**Run 1: cells colored by class**

Scale bar: 20 um.
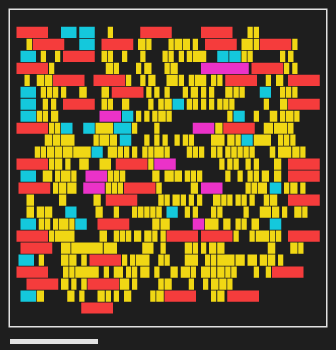
**Run 1: clock wires, drivers and flops**

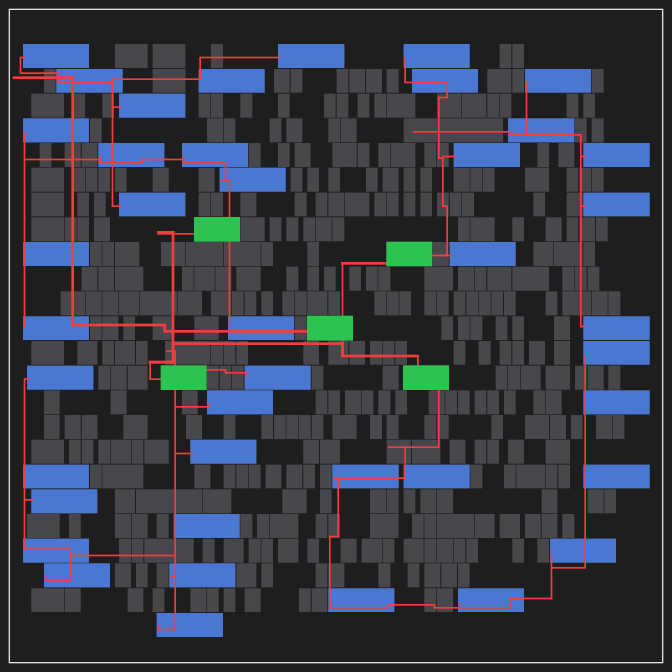
**Run 1: pin placement**

Pins as bars across the die edge, other pins in gray.
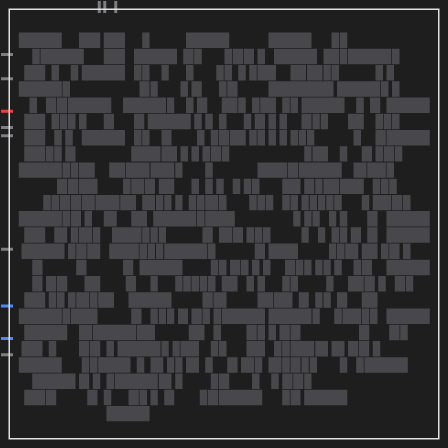
## config.mk

```make
export PLATFORM = sky130hd
export DESIGN_NAME = cerradura_2bit
export DESIGN_NICKNAME = d
export VERILOG_FILES = /design/src/rtl/cerradura_2bit.sv
export SDC_FILE = /design/constraint.sdc
export NUM_CORES = 1
export LEC_CHECK = 0
export ABC_AREA = 1
export CAP_MARGIN = 20
export CORE_MARGIN = 1
export CORE_UTILIZATION = 50
export CTS_BUF_LIST = sky130_fd_sc_hd__clkbuf_8
export DETAILED_ROUTE_END_ITERATION = 7
export PLACE_DENSITY = 0.68
export SYNTH_ARGS = -nofsm -noshare
export SYNTH_HDL_FRONTEND = slang
export SYNTH_SLANG_ARGS = --single-unit
```

## constraint.sdc

```tcl
create_clock -name clk -period 2 [get_ports clk]
set_input_delay 0.3 -clock clk [delete_from_list [all_inputs] [get_ports clk]]
set_output_delay 0.3 -clock clk [all_outputs]
set_load 0.01 [all_outputs]
```

## src/rtl/cerradura_2bit.sv

```systemverilog
// cerradura_2bit: three-digit combination lock fed by an external 2-bit
// equality comparator. The expected digit is presented on digito_esp, each
// rising edge of enter consumes the comparator result, a correct code opens
// the lock for a fixed time, and too many wrong entries cause a timed lockout.
module cerradura_2bit #(
  parameter logic [1:0]  CODE0       = 2'd2,
  parameter logic [1:0]  CODE1       = 2'd1,
  parameter logic [1:0]  CODE2       = 2'd3,
  parameter int unsigned MAX_FAILS   = 32'd3,
  parameter int unsigned OPEN_CYCLES = 32'd50_000_000,
  parameter int unsigned LOCK_CYCLES = 32'd150_000_000
) (
  input  logic       clk,
  input  logic       reset,
  input  logic       enter,
  input  logic       AyB,
  output logic [1:0] digito_esp,
  output logic       abierto,
  output logic       bloqueado,
  output logic [1:0] progreso,
  output logic [1:0] fallos
);

  localparam int unsigned MAX_CYC = (OPEN_CYCLES > LOCK_CYCLES) ? OPEN_CYCLES : LOCK_CYCLES;
  localparam int unsigned CW      = $clog2(MAX_CYC) + 32'd1;

  // Timers count down to zero inclusive, so load with duration minus one.
  localparam logic [CW-1:0] OPEN_LOAD = CW'(OPEN_CYCLES - 32'd1);
  localparam logic [CW-1:0] LOCK_LOAD = CW'(LOCK_CYCLES - 32'd1);
  localparam logic [CW-1:0] CNT_ZERO  = {CW{1'b0}};
  localparam logic [CW-1:0] CNT_ONE   = CW'(32'd1);
  localparam logic [1:0]    MAX_F     = MAX_FAILS[1:0];

  typedef enum logic [2:0] {
    D0      = 3'd0,
    D1      = 3'd1,
    D2      = 3'd2,
    ABIERTO = 3'd3,
    BLOQUEO = 3'd4
  } state_t;

  state_t        state_r;
  state_t        state_s;
  logic [CW-1:0] cnt_r;
  logic [CW-1:0] cnt_s;
  logic [1:0]    fallos_r;
  logic [1:0]    fallos_s;
  logic [1:0]    fallos_inc_s;
  logic          enter_q_r;
  logic          press_s;
  logic [1:0]    digito_s;
  logic [1:0]    progreso_s;
  logic          abierto_s;
  logic          bloqueado_s;

  // A press is the rising edge of enter; enter_q starts high so a held
  // button across reset release is not counted.
  assign press_s      = enter & ~enter_q_r;
  assign fallos_inc_s = fallos_r + 2'd1;

  // Next state, timer and failure counter.
  always_comb begin
    state_s  = state_r;
    cnt_s    = cnt_r;
    fallos_s = fallos_r;
    case (state_r)
      D0, D1, D2: begin
        if (press_s) begin
          if (AyB) begin
            if (state_r == D0) begin
              state_s = D1;
            end else if (state_r == D1) begin
              state_s = D2;
            end else begin
              state_s  = ABIERTO;
              fallos_s = 2'd0;
              cnt_s    = OPEN_LOAD;
            end
          end else begin
            fallos_s = fallos_inc_s;
            if (fallos_inc_s == MAX_F) begin
              state_s = BLOQUEO;
              cnt_s   = LOCK_LOAD;
            end else begin
              state_s = D0;
            end
          end
        end else begin
          state_s = state_r;
        end
      end
      ABIERTO: begin
        if (cnt_r == CNT_ZERO) begin
          state_s = D0;
        end else begin
          cnt_s = cnt_r - CNT_ONE;
        end
      end
      BLOQUEO: begin
        if (cnt_r == CNT_ZERO) begin
          state_s  = D0;
          fallos_s = 2'd0;
        end else begin
          cnt_s = cnt_r - CNT_ONE;
        end
      end
      default: begin
        state_s  = D0;
        cnt_s    = CNT_ZERO;
        fallos_s = 2'd0;
      end
    endcase
  end

  // Output values for the upcoming state, registered below.
  always_comb begin
    digito_s    = CODE0;
    progreso_s  = 2'd0;
    abierto_s   = 1'b0;
    bloqueado_s = 1'b0;
    case (state_s)
      D0:      begin digito_s = CODE0; progreso_s = 2'd0; end
      D1:      begin digito_s = CODE1; progreso_s = 2'd1; end
      D2:      begin digito_s = CODE2; progreso_s = 2'd2; end
      ABIERTO: begin abierto_s = 1'b1; end
      BLOQUEO: begin bloqueado_s = 1'b1; end
      default: begin digito_s = CODE0; end
    endcase
  end

  // State, timer, edge detector and registered outputs; reset wins over all.
  always_ff @(posedge clk) begin
    if (reset) begin
      state_r    <= D0;
      cnt_r      <= CNT_ZERO;
      fallos_r   <= 2'd0;
      enter_q_r  <= 1'b1;
      digito_esp <= CODE0;
      progreso   <= 2'd0;
      abierto    <= 1'b0;
      bloqueado  <= 1'b0;
    end else begin
      state_r    <= state_s;
      cnt_r      <= cnt_s;
      fallos_r   <= fallos_s;
      enter_q_r  <= enter;
      digito_esp <= digito_s;
      progreso   <= progreso_s;
      abierto    <= abierto_s;
      bloqueado  <= bloqueado_s;
    end
  end

  assign fallos = fallos_r;

endmodule

```

==> ci_impl_report.md, run 1 <==
## Synthesis and layout report

| Metric | Value |
|---|---|
| HP Class | register to register |
| CP endpoint | cnt_r[26] |
| Mux frac, synth | 0 |
| Most numerous logic cells after layout | 112 x nand2_1, 65 x nor2_1, 41 x dfxtp_1 |
| Cell depth of the worst setup path | 10 |
| CP endpoint kind | register |
| CTS tree | yes |
| Finished Core Util | 0.6233 |
| Reg with most FFs | cnt_r |
| Yosys chip area | 2430 um2 |
| Largest register FFs | 29 |
| Total grt overflow | 0 |
| Startpoint Class | register |
| Top cells by area, synth | dfxtp_1 34%, nand2_1 17%, nor2_1 10%, a21oi_1 7.0%, nand3_1 6.2% |
| Largest net degree at the start of global routing | 22 |
| Crit. Startpoint | cnt_r[0] |
| M1 WL | 2781 um |
| Hold Buf Count CTS | 0 |
| Die height | 71.71 um |
| Routability cong. | around 0.9 |
| Biggest Area Class | logic gates |
| Buffer share of cell area | 0.08601 |
| Final worst setup slack | 0.1062 ns |
| Cell Type Count | 31 |
| HPWL Detailed | 4722 um |
| Logic area | 1406 um2 |
| Simple share | 0.4258 |
| Xor+xnor area frac | 0.02884 |
| Tot Pwr | 1874 uW |
| Logic pwr share | 0.177 |
| Status | complete, no violations |
| Share of layout cells above drive strength 1 | 0.1274 |
| DR pass1 iterations | 5 |
| TritonCTS Buffers | 5 |
| Clk_skew | 0.006725 ns |
| Sink Count | 41 |
| WL/cell | 12.96 um |
| Pre-CTS WS | roughly 0.074 ns |
| CP dominant cell by count | nor2_1 |
| Signal buffers | 28 |
| Pwr top | registers |
| Final hold slack | 0.4862 ns |
| Initial drt markers | between 150 and 200 |
| Synth warn | 0 |
| Vias in the first global route | 2269 |
| Die X | 71.71 um |
| Leading registers by flop count | cnt_r x29, state_r x3 |
| Combinational power | about 330 uW |
| Final Cell Area | 2808 um2 |
| Post-synthesis register bit count | 41 |
| Top layer reached by signal wires | met4 |
Notes on 'cells colored by class' above:
color	class	cells
red	flops	41
magenta	clock drivers and dummy loads	8
cyan	other buffers and delay cells	28
yellow	all other logic	339

Notes on 'clock wires, drivers and flops' above:
[green] cells driving clock nets | count: 5
[red] clock wires | length: 522 um
[blue] flip-flops | count: 41
flops lie	widely spread
routed clock nets	6

Notes on 'pin placement' above:
color	port	pins	direction	edge
red	`abierto`	1	output	left
blue	`fallos`	2	output	left
all pins by edge	9 left, 3 top

==> run 2: changes to the inputs <==
- CTS_CLUSTER_SIZE: default -> 10
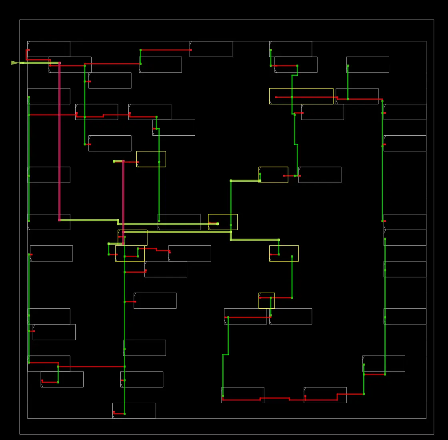
**Above:** run 2 (clock nets).
clk ins delay skew pair: 0.29 ns
CLK BUF: 6

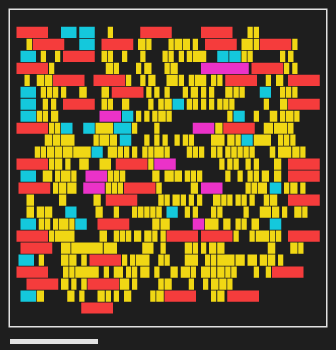
**Above:** run 2 (cells colored by class).
Scale bar: 20 um.
color	class	cells
cyan	other buffers and delay cells	28
yellow	all other logic	339
magenta	clock drivers and dummy loads	8
red	flops	41

==> ci_impl_report.md, run 2 <==
## Synthesis and layout report

| Metric | Value |
|---|---|
| Status | complete, no violations |
| DR pass1 iterations | 5 |
| HPWL Detailed | 4722 um |
| Reg with most FFs | cnt_r |
| Routability cong. | 0.8966 |
| Combinational power | 331 uW |
| Logic area | 1406 um2 |
| Final hold slack | 0.4862 ns |
| Largest net degree at the start of global routing | 22 |
| Final Cell Area | 2808 um2 |
| TritonCTS Buffers | 5 |
| Die X | 71.71 um |
| Post-synthesis register bit count | around 40 |
| Cell Type Count | 31 |
| Startpoint Class | register |
| Tot Pwr | between 1500 and 2000 uW |
| Final worst setup slack | 0.1062 ns |
| CP endpoint | cnt_r[26] |
| Yosys chip area | 2430 um2 |
| CP dominant cell by count | nor2_1 |
| Biggest Area Class | logic gates |
| Sink Count | 41 |
| CP endpoint kind | register |
| Hold Buf Count CTS | 0 |
| Pre-CTS WS | 0.07400 ns |
| Synth warn | 0 |
| Total grt overflow | 0 |
| Most numerous logic cells after layout | 112 x nand2_1, 65 x nor2_1, 41 x dfxtp_1 |
| Finished Core Util | 0.6233 |
| Largest register FFs | 29 |
| Share of layout cells above drive strength 1 | 0.1274 |
| Signal buffers | 28 |
| WL/cell | 12.96 um |
| Vias in the first global route | roughly 2300 |
| Logic pwr share | 0.177 |
| Mux frac, synth | 0 |
| Leading registers by flop count | cnt_r x29, state_r x3 |
Power figures rest on the tool's default switching activity, not on a simulated workload.
